Fig. 1: track usage over the die
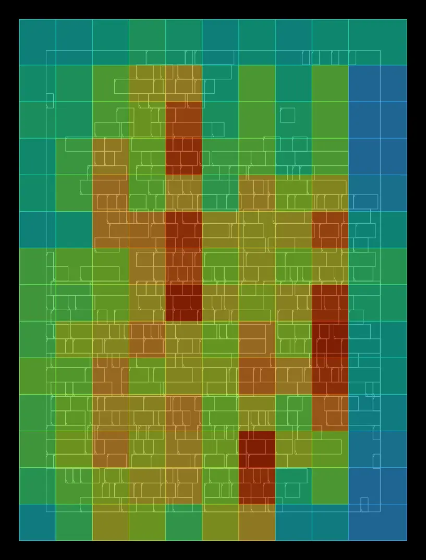
Fig. 2: met3 routing
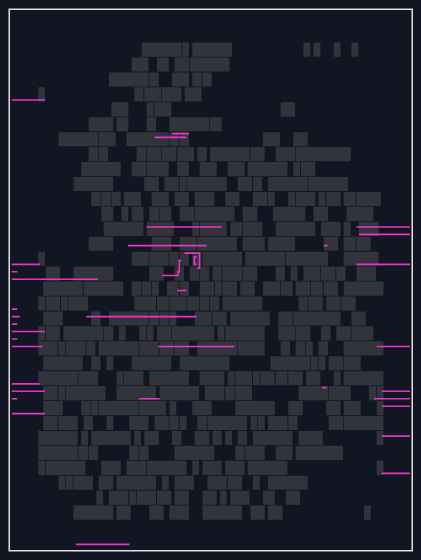
Fig. 3: logic cells by family
Scale bar: 20 µm.
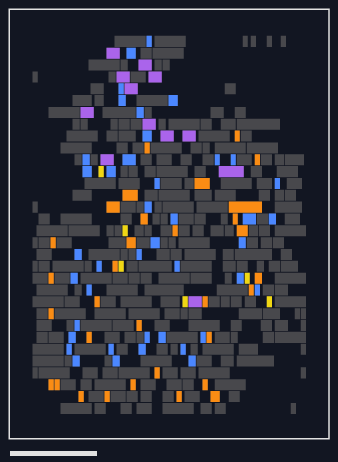
Fig. 4: sizing map
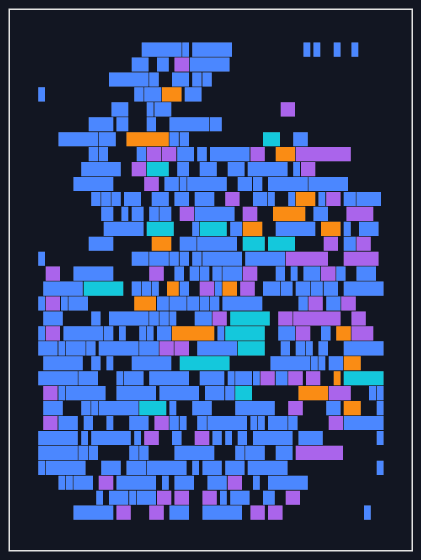
==> src/rtl/i2c_sensor_poller.sv <==
// Sequencer that polls a register-mapped I2C sensor through an i2c_controller:
// one register-pointer write, then NUM_BYTES single-byte reads assembled MSB-first.
module i2c_sensor_poller #(
    parameter logic [6:0] SLAVE_ADDR  = 7'h45,
    parameter logic [7:0] REG_PTR     = 8'h00,
    parameter int         NUM_BYTES   = 2,
    parameter int         POLL_PERIOD = 1000,
    parameter int         TIMEOUT     = 4095
) (
    input  logic                   clk,
    input  logic                   rst,
    input  logic                   poll_en,
    input  logic                   trigger,
    input  logic                   ctrl_ready,
    input  logic [7:0]             ctrl_data_out,
    output logic [6:0]             ctrl_addr,
    output logic [7:0]             ctrl_data_in,
    output logic                   ctrl_rw,
    output logic                   ctrl_enable,
    output logic [8*NUM_BYTES-1:0] sample,
    output logic                   sample_valid,
    output logic                   err,
    output logic                   busy
);

    localparam int SW = 8 * NUM_BYTES;
    localparam int PW = $clog2(POLL_PERIOD);
    localparam int TW = $clog2(TIMEOUT + 1);
    localparam int IW = $clog2(NUM_BYTES + 1);

    localparam logic [PW-1:0] PERIOD_RELOAD = PW'(POLL_PERIOD - 1);
    localparam logic [TW-1:0] WD_LAST       = TW'(TIMEOUT - 1);
    localparam logic [IW-1:0] IDX_LAST      = IW'(NUM_BYTES - 1);

    typedef enum logic [2:0] {
        IDLE,
        ISSUE_W,
        WAIT_ACC,
        WAIT_DONE,
        ISSUE_R,
        PUBLISH,
        ERROR
    } state_t;

    state_t        state;
    logic [PW-1:0] period_cnt;
    logic [TW-1:0] wd_cnt;
    logic [IW-1:0] byte_idx;
    logic [SW-1:0] shift_reg;

    always_ff @(posedge clk) begin
        if (rst) begin
            state        <= IDLE;
            period_cnt   <= PERIOD_RELOAD;
            wd_cnt       <= '0;
            byte_idx     <= '0;
            shift_reg    <= '0;
            ctrl_addr    <= SLAVE_ADDR;
            ctrl_data_in <= '0;
            ctrl_rw      <= 1'b0;
            ctrl_enable  <= 1'b0;
            sample       <= '0;
            sample_valid <= 1'b0;
            err          <= 1'b0;
            busy         <= 1'b0;
        end else begin
            // NOTE: pulses default low here so each branch only states when they fire.
            sample_valid <= 1'b0;
            err          <= 1'b0;
            wd_cnt       <= wd_cnt + 1'b1;

            unique case (state)
                IDLE: begin
                    wd_cnt <= '0;
                    if (trigger || (poll_en && period_cnt == '0)) begin
                        state <= ISSUE_W;
                        busy  <= 1'b1;
                    end else if (poll_en) begin
                        period_cnt <= period_cnt - 1'b1;
                    end
                end

                ISSUE_W: begin
                    if (ctrl_ready) begin
                        ctrl_enable  <= 1'b1;
                        ctrl_rw      <= 1'b0;
                        ctrl_data_in <= REG_PTR;
                        state        <= WAIT_ACC;
                        wd_cnt       <= '0;
                    end else if (wd_cnt == WD_LAST) begin
                        state  <= ERROR;
                        wd_cnt <= '0;
                    end
                end

                WAIT_ACC: begin
                    if (!ctrl_ready) begin
                        ctrl_enable <= 1'b0;
                        state       <= WAIT_DONE;
                        wd_cnt      <= '0;
                    end else if (wd_cnt == WD_LAST) begin
                        state  <= ERROR;
                        wd_cnt <= '0;
                    end
                end

                WAIT_DONE: begin
                    if (ctrl_ready) begin
                        wd_cnt <= '0;
                        if (!ctrl_rw) begin
                            state <= ISSUE_R;
                        end else begin
                            // Truncating cast drops the oldest byte off the top.
                            shift_reg <= SW'({shift_reg, ctrl_data_out});
                            byte_idx  <= byte_idx + 1'b1;
                            if (byte_idx == IDX_LAST) begin
                                sample       <= SW'({shift_reg, ctrl_data_out});
                                sample_valid <= 1'b1;
                                state        <= PUBLISH;
                            end else begin
                                state <= ISSUE_R;
                            end
                        end
                    end else if (wd_cnt == WD_LAST) begin
                        state  <= ERROR;
                        wd_cnt <= '0;
                    end
                end

                ISSUE_R: begin
                    wd_cnt      <= '0;
                    ctrl_enable <= 1'b1;
                    ctrl_rw     <= 1'b1;
                    state       <= WAIT_ACC;
                end

                PUBLISH: begin
                    wd_cnt     <= '0;
                    busy       <= 1'b0;
                    period_cnt <= PERIOD_RELOAD;
                    byte_idx   <= '0;
                    state      <= IDLE;
                end

                ERROR: begin
                    wd_cnt      <= '0;
                    err         <= 1'b1;
                    ctrl_enable <= 1'b0;
                    busy        <= 1'b0;
                    period_cnt  <= PERIOD_RELOAD;
                    byte_idx    <= '0;
                    state       <= IDLE;
                end

                default: state <= IDLE;
            endcase
        end
    end

endmodule

==> config.mk <==
export PLATFORM = sky130hd
export DESIGN_NAME = i2c_sensor_poller
export DESIGN_NICKNAME = d
export VERILOG_FILES = /design/src/rtl/i2c_sensor_poller.sv
export SDC_FILE = /design/constraint.sdc
export NUM_CORES = 1
export LEC_CHECK = 0
export CORE_ASPECT_RATIO = 1.4
export CORE_MARGIN = 5
export CORE_UTILIZATION = 46
export CTS_BUF_LIST = sky130_fd_sc_hd__clkbuf_8 sky130_fd_sc_hd__clkbuf_16
export CTS_CLUSTER_SIZE = 20
export DETAILED_ROUTE_END_ITERATION = 12
export PLACE_DENSITY = 0.75
export SKIP_CTS_REPAIR_TIMING = 1
export SKIP_LAST_GASP = 1
export SLEW_MARGIN = 30
export SYNTH_ARGS = -nofsm -noshare
export SYNTH_HDL_FRONTEND = slang
export SYNTH_SLANG_ARGS = --single-unit
==> constraint.sdc <==
create_clock -name clk -period 1.78 [get_ports clk]
set_clock_uncertainty 0.15 [all_clocks]
set_input_delay 0.356 -clock clk [delete_from_list [all_inputs] [get_ports clk]]
set_output_delay 0.356 -clock clk [all_outputs]
set_load 0.05 [all_outputs]
==> GITHUB_STEP_SUMMARY <==
## PnR job results

| Metric | Value |
|---|---|
| Core area | `5490 µm²` |
| Rows | `32` |
| Total net switching power | `0.000694 W` |
| CP startpoint kind | `flop` |
| Initial antenna violation count | `0` |
| Status | `finished with violations` |
| Combinational share of power | `13.8%` |
| Boundary pin count | `49` |
| RSZ-0062 raised after global routing | `yes` |
| AO/OA Area Share | `13.7%` |
| Yosys chip area | `2560 µm²` |
| Vias per inst | `5.28` |
| WHS Endpoint | `shift_reg[1]` |
| CTS clock-pin slew for the worst setup and hold paths | `0.11 ns` |
| Failing checks | `setup timing` |
| Simple-Gate Area Share | `20.5%` |
| Post-route worst setup slack | `-0.112 ns` |
| Arrival @ worst endpoint | `1.96 ns` |
| Mapped cell area | `2560 µm²` |
| R2r worst-path depth | `6` |
| Commonest flop | `dfxtp_1` |
| Comb pwr | `0.000328 W` |
| PnR Total Power | `0.00238 W` |
| Minimum clock period | `1.89 ns` |
| Biggest area cells | `dfxtp_1 (44%), mux2i_1 (7.0%), a21oi_1 (5.7%)` |
| Yosys reg bits | `56` |
| Met2 wire len | `2970 µm` |
| DRT antenna net count | `0` |
| Final Util | `60.0%` |
| Insertion Delay late pin | `0.32 ns` |
| CTS Sinks | `56` |
| Final setup viols | `5` |
| Pre-CTS setup slack | `-0.470 ns` |
| Gr usage total | `16.5%` |
| Num CTS Buffers | `5` |
| Htree depth | `2` |
| P_seq | `0.00128 W` |
| Hold_sp | `shift_reg[1]` |
| Clock net power | `0.000773 W` |
| Wl on met1 | `2520 µm` |
| Hold violation count in the final report | `0` |
| Critical path capture point type | `flop` |
| Chip area | `7190 µm²` |
| R2r setup slk | `-0.11 ns` |
| Crit Path Category | `reg2reg` |
| CP Max Fanout | `4` |
| Dpl hpwl | `4140 µm` |
| Worst reg2reg startpoint | `period_cnt[1]` |
| Largest logic family | `simple AND/OR/NAND/NOR gates` |
| CTS tree | `yes` |
| # DRC | `0` |
| Net switching fraction of the power | `29.1%` |
| CP startpoint | `period_cnt[1]` |
| Post-synth ARST share | `0%` |
| Most crowded layer after global routing | `met2` |
| Unique masters post-synth | `46` |
| Top cells by count, synth | `dfxtp_1 (56), a21oi_1 (29), nor2_1 (23)` |
| CP endpoint | `period_cnt[5]` |
| Clock network power share | `32.4%` |
| Register area share after synthesis | `43.7%` |
| PortBufs | `33` |
| Final Max Tran Viols | `0` |
| Drt pass-1 iters | `5` |
| Cells after Synth | `280` |
| Ys Warns | `0` |
| Vias in the first global route | `2092` |
| Fillers | `477` |
| Starting density of the core | `46.7%` |
| F_max | `528 MHz` |
| Yosys xor share | `4.10%` |
| Worst endpoint required time | `1.85 ns` |
| Placer congestion estimate | `0.819` |
| Worst ir drop on vdd | `0.492 mV` |
| Largest net degree at the start of global routing | `27` |
| Int Power | `0.00169 W` |
| Met3 wire length | `214 µm` |
| Max cap viols | `0` |
| Cells after DPL | `397` |
| RR Endpoint | `period_cnt[5]` |
| ANT cells | `0` |
| Top reg by flops | `sample` |
| Drt first-iter violations | `86` |
| GR Overflow Total | `0` |
Notes on Fig. 1 above:
DR WL/cell: 14.2 µm
GR Util met1: 19.8%
met2 capacity usage during global routing: 27.8%

Notes on Fig. 2 above:
main direction = horizontal
nets with wire on the layer = 33
share of all routed wire = 3.7%
longest straight run = 19.8 µm
met3 GRT Util: 3.30%
Routed WL: 5810 µm
Vias: 2153

Notes on Fig. 3 above:
purple -> XOR/XNOR gates  # cells 12, most used xor2_1, where top centre
yellow -> inverters  # cells 6, most used inv_1
orange -> NOR gates  # cells 32, most used nor2_1
blue -> NAND gates  # cells 41, most used nand2_1
Post-Layout Cell Count: 408
multi-input gate share of total cell area: 40.7%
most frequent logic cell in the layout: dfxtp_1

Notes on Fig. 4 above:
cyan -> _6 and larger  # cells 14, share 4.1%
purple -> _3 and _4 cells  # cells 58, share 17%
orange -> _2 cells  # cells 17, share 5.0%
blue -> _0 and _1 cells  # cells 251, share 74%
nonclk buf count: 68
post-route worst setup slack: -0.112 ns
Final Instance Area: 3290 µm²
area grow syn2layout: 28.4%

[kinds of logic (layout without fill, tap and decap cells)]
group,after synthesis,in the layout
buf+inv,35,82
fa+ha+maj,5,5
compound gates,57,57
flops,56,56
simple gates,94,94
xor+xnor,12,12
mux,19,19
other cells,2,15
[layout make-up]
type,instances,area (µm²),area share [%]
clock buffer,5,68.8,2.09
inverter,6,22.5,0.684
timing repair buffer,68,614,18.7
multi-input combinational,202,1340,40.7
clock inverter,3,28.8,0.875
sequential,56,1130,34.4
tap,68,85.1,2.59
[critical path: stages (launching register included)]
cell and delay [ns]:
dfxtp_4 0.37, buf_4 0.13, or4b_4 0.52, a2111oi_4 0.26
buf_4 0.19, xnor2_2 0.10, nand2_1 0.06
No activity file was given, so power comes from the tool's default toggle rates.
